File: config.mk
export PLATFORM = sky130hd
export DESIGN_NAME = instr_decode_buffer
export DESIGN_NICKNAME = d
export VERILOG_FILES = /design/src/rtl/instr_decode_buffer.sv
export SDC_FILE = /design/constraint.sdc
export NUM_CORES = 1
export LEC_CHECK = 0
export CAP_MARGIN = 0
export CELL_PAD_IN_SITES_DETAIL_PLACEMENT = 1
export CELL_PAD_IN_SITES_GLOBAL_PLACEMENT = 1
export CORE_UTILIZATION = 31
export CTS_BUF_LIST = sky130_fd_sc_hd__clkbuf_8
export CTS_CLUSTER_DIAMETER = 120
export CTS_CLUSTER_SIZE = 12
export DETAILED_ROUTE_END_ITERATION = 8
export PLACE_DENSITY = 0.78
export SLEW_MARGIN = 15
export SYNTH_ARGS = -nofsm -noshare
export SYNTH_HDL_FRONTEND = slang
export SYNTH_SLANG_ARGS = --single-unit
File: constraint.sdc
create_clock -name clk -period 1.37 [get_ports clk]
set_input_delay 0.2055 -clock clk [delete_from_list [all_inputs] [get_ports clk]]
set_output_delay 0.2055 -clock clk [all_outputs]
set_load 0.01 [all_outputs]
File: src/rtl/instr_decode_buffer.sv
// Two-entry elastic buffer between fetch and decode; head entry is split into MIPS fields.
// Optional stall counter output enabled by defining IDB_STALL_CNT_EN.
module instr_decode_buffer #(
    parameter int unsigned PC_W = 32
) (
    input  logic            clk,
    input  logic            reset,
    input  logic            in_valid,
    output logic            in_ready,
    input  logic [31:0]     in_instr,
    input  logic [PC_W-1:0] in_pc,
    input  logic            flush,
    output logic            out_valid,
    input  logic            out_ready,
    output logic [31:0]     out_instr,
    output logic [PC_W-1:0] out_pc,
    output logic [5:0]      opcode,
    output logic [4:0]      rs,
    output logic [4:0]      rt,
    output logic [4:0]      rd,
    output logic [4:0]      shamt,
    output logic [5:0]      funct,
    output logic [15:0]     imm16,
`ifdef IDB_STALL_CNT_EN
    output logic [15:0]     stall_cycles,
`endif
    output logic            is_rtype
);

    // State encoding doubles as the occupancy count.
    typedef enum logic [1:0] {
        StEmpty = 2'd0,
        StOne   = 2'd1,
        StFull  = 2'd2
    } state_e;

    state_e          state_q;
    logic            in_ready_q;
    logic            out_valid_q;
    logic [31:0]     instr0_q;
    logic [31:0]     instr1_q;
    logic [PC_W-1:0] pc0_q;
    logic [PC_W-1:0] pc1_q;

    logic push;
    logic pop;

    assign push = in_valid & in_ready_q & ~flush;
    assign pop  = out_valid_q & out_ready & ~flush;

    always_ff @(posedge clk) begin
        if (reset) begin
            state_q     <= StEmpty;
            in_ready_q  <= 1'b1;
            out_valid_q <= 1'b0;
            instr0_q    <= '0;
            instr1_q    <= '0;
            pc0_q       <= '0;
            pc1_q       <= '0;
        end else if (flush) begin
            // Storage is left untouched so the field outputs keep the last head.
            state_q     <= StEmpty;
            in_ready_q  <= 1'b1;
            out_valid_q <= 1'b0;
        end else begin
            unique case (state_q)
                StEmpty: begin
                    if (push) begin
                        instr0_q    <= in_instr;
                        pc0_q       <= in_pc;
                        state_q     <= StOne;
                        out_valid_q <= 1'b1;
                    end
                end
                StOne: begin
                    if (push && pop) begin
                        instr0_q <= in_instr;
                        pc0_q    <= in_pc;
                    end else if (push) begin
                        instr1_q   <= in_instr;
                        pc1_q      <= in_pc;
                        state_q    <= StFull;
                        in_ready_q <= 1'b0;
                    end else if (pop) begin
                        state_q     <= StEmpty;
                        out_valid_q <= 1'b0;
                    end
                end
                StFull: begin
                    if (pop) begin
                        instr0_q   <= instr1_q;
                        pc0_q      <= pc1_q;
                        state_q    <= StOne;
                        in_ready_q <= 1'b1;
                    end
                end
                default: begin
                    state_q     <= StEmpty;
                    in_ready_q  <= 1'b1;
                    out_valid_q <= 1'b0;
                end
            endcase
        end
    end

`ifdef IDB_STALL_CNT_EN
    logic [15:0] stall_q;

    // Counts head-held cycles; only reset clears it, flush does not.
    always_ff @(posedge clk) begin
        if (reset) begin
            stall_q <= '0;
        end else if (out_valid_q && !out_ready && (stall_q != 16'hFFFF)) begin
            stall_q <= stall_q + 16'd1;
        end
    end

    assign stall_cycles = stall_q;
`endif

    assign in_ready  = in_ready_q;
    assign out_valid = out_valid_q;
    assign out_instr = instr0_q;
    assign out_pc    = pc0_q;
    assign opcode    = instr0_q[31:26];
    assign rs        = instr0_q[25:21];
    assign rt        = instr0_q[20:16];
    assign rd        = instr0_q[15:11];
    assign shamt     = instr0_q[10:6];
    assign funct     = instr0_q[5:0];
    assign imm16     = instr0_q[15:0];
    assign is_rtype  = (instr0_q[31:26] == 6'b000000);

endmodule

Figure 1. The metal 1 layer.
Scale bar: 50 um.
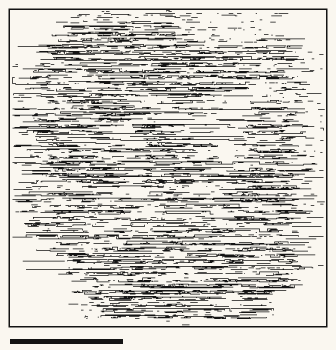
nets with wire on the layer: 903
share of all routed wire: 40%
vias: 6772
WL final: 31.0 mm

Figure 2. Signal wires on met2.
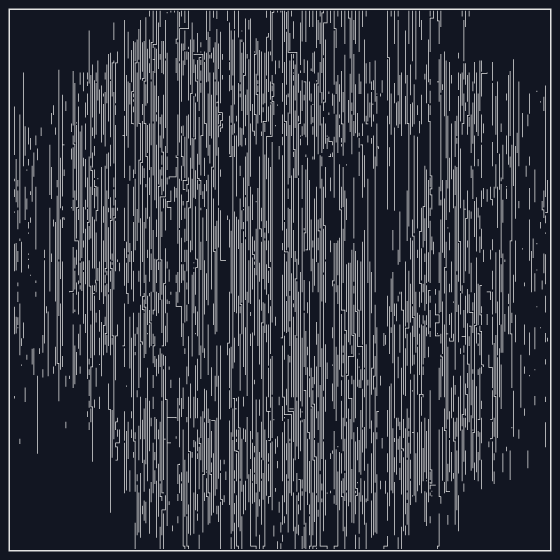
share of all routed wire: 51%
nets with wire on the layer: 961
main direction: vertical
longest straight run: 57.5 um
global-route track usage on met2: 49.4%

Figure 3. The metal 3 layer.
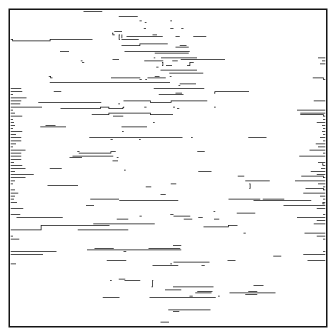
main direction: horizontal
longest straight run: 52.9 um
global routing usage on met3: 6.09%

Figure 4. The metal 4 layer.
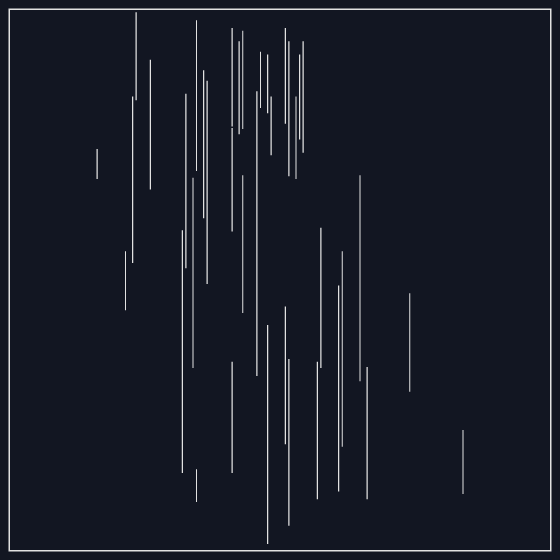
share of all routed wire: 4.1%
nets with wire on the layer: 36
longest straight run: 73.4 um
wire length on this layer: 1270 um
main direction: vertical

Figure 5. Routing congestion map.
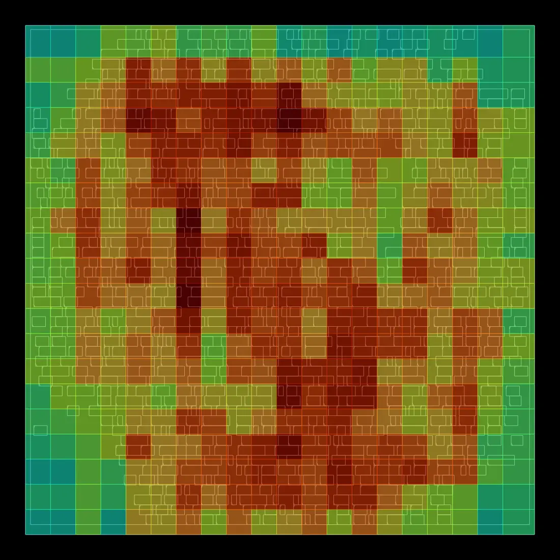
met1 GRT Util: 34.8%
layer with the highest usage: met2
wire length per cell: 26.4 um
Tot GR Track Use: 29.1%
Finished Core Util: 60.6%

==> qor.yml <==
outcome: "complete, but fails checks"
violations: "setup timing"
power_density_nw_per_um2: 802
viasPerCell: 5.77
lay_top_count: "dfxtp_1"
antenna_found_initial: 0
num-clock-buffers: 20
critPathRequiredTime_ns: 1.76
synth-main-ff-cell: "dfxtp_1"
die_area_um2: 19500
regArea_um2: 2670
inverters: 2
setup_viol: 133
syn_avg_cell_area_um2: 8.09
drc: 0
buffer_area_share_pct: 31.8
dieHeight_um: 140
p_leak_nw: 5.11
combGateArea_um2: 4370
synthTopCellsByArea: "dfxtp_1, o311a_1, nor2_1"
synth_top_area_share_pct: 44.9
syn_inst: 728
ys_ff: 132
cts.sinks: 132
dp.final_hpwl_mm: 12.1
post-route-cell-area_um2: 11300
die_width_um: 140
floorplan.core_util_pct: 31.6
area_growth_pct: 91.8
ys_types: 27
warning_count: 29
endpoint_kind: "flip-flop"
crit_fanout: 8
yosys_warnings: 0
core_um2: 18600
diodes: 0
overflow: 0
vdd_drop_max_mv: 0.634
start_kind: "flip-flop"
startpoint: "state_q[1]"
relSlewSlack_pct: 66.5
fin_crit_ns: 1.88
seq-cell-share_pct: 23.6
fill_cells: 1917
clk_latency_ns: 0.46
max_freq_ghz: 0.533
top_cell: "nor2_1"
finalHoldViolCount: 0
htreeDepth: 4
rsz0062_at_grt: "true"
worstPathArrival_ns: 2.27
drive_above_1_share_pct: 51.8
yosys-stat-cells: 728
edf_count: 0
fin_cells: 1173
placed_area_um2: 7800
rows: 50
slew_viol_final: 0
firstDrtPassIters: 5
taps: 234
fin_nets: 996
clk_pin_slew_ns: 0.09
post-route-period-util_pct: 137
r2r_end: "out_pc[17]"
worst_clock_skew_ns: 0.0192
grt_first_pass_wirelength_mm: 42.7
gp_congestion: 0.744
buffers: 297
r2r_setup_slack_ns: -0.51
r2r_cells: 10
finalWorstSetupSlack_ns: -0.507
drtAntennaViolNets: 0
netlist_top_cells_count: "nor2_1, dfxtp_1, nand2_1, a21oi_1"
layout_top_cells: "dfxtp_1, dlygate4sd2_1, nand2_4, nor2_1, clkdlybuf4s50_1"
cts_buffer_depth: 2
placed_cells: 1068
netlist_area_um2: 5890
crit_end: "out_pc[17]"
numCtsBuffers: 17
logic_gate_count: 477
metal layers:
layer  track usage (%)  vias to the layer above  share of wire [%]
li1                  -                     2932                  -
met1              34.8                     3446                 40
met2              49.4                      311                 51
met3              6.09                       83                5.2
met4              14.5                        0                4.1
met5                 0                        -                  0
state kept, by name, indices dropped and copies added, names as in the netlist:
signal     flops
in_ready       1
instr1_q      32
out_instr     32
out_pc        32
out_valid      1
pc1_q         32
state_q        2
timing repair:
action,CTS,global route
gates cloned,33,3
pin swaps,156,134
endpoints found under the setup margin,244,172
buffers inserted,37,19
resized,466,281
worst min path at each step:
stage / startpoint / endpoint / slack [ns] / depth (start not counted)
2_1_floorplan: flush / out_valid / 0.28 / 1
3_3_place_gp: pc1_q[30] / pc1_q[30] / 0.44 / 2
3_5_place_dp: pc1_q[31] / pc1_q[31] / 0.45 / 2
4_1_cts: reset / instr1_q[21] / 0.06 / 2
5_1_grt: reset / instr1_q[15] / 0.07 / 2
6_report: reset / instr1_q[16] / 0.11 / 2
power by group:
part / switching [mW] / internal [mW] / leakage [nW] / total, mW
Clock: 1.63 / 1.54 / 0.194 / 3.18
Combinational: 0.863 / 0.884 / 3.83 / 1.75
Sequential: 0.130 / 4.00 / 1.08 / 4.13
Total: 2.63 / 6.43 / 5.11 / 9.05
kinds of logic (layout without fill, tap and decap cells):
family | count (synthesis) | count (layout) | share of synthesized area, %
DFF | 132 | 132 | 44.9
and+or+nand+nor | 277 | 277 | 18.5
buffers and inverters | 119 | 330 | 12.6
AOI/OAI and AO/OA | 200 | 200 | 24.0
worst max-delay path, cell delays in order (launching register included):
cell and delay [ns]:
dfxtp_2 0.38, buf_6 0.11, buf_6 0.11, buf_6 0.11
nor2b_4 0.23, buf_8 0.16, buf_12 0.12, buf_16 0.16
nor2_1 0.06, o22ai_1 0.15, o311a_1 0.20
Power is estimated from default activity; no workload was simulated.
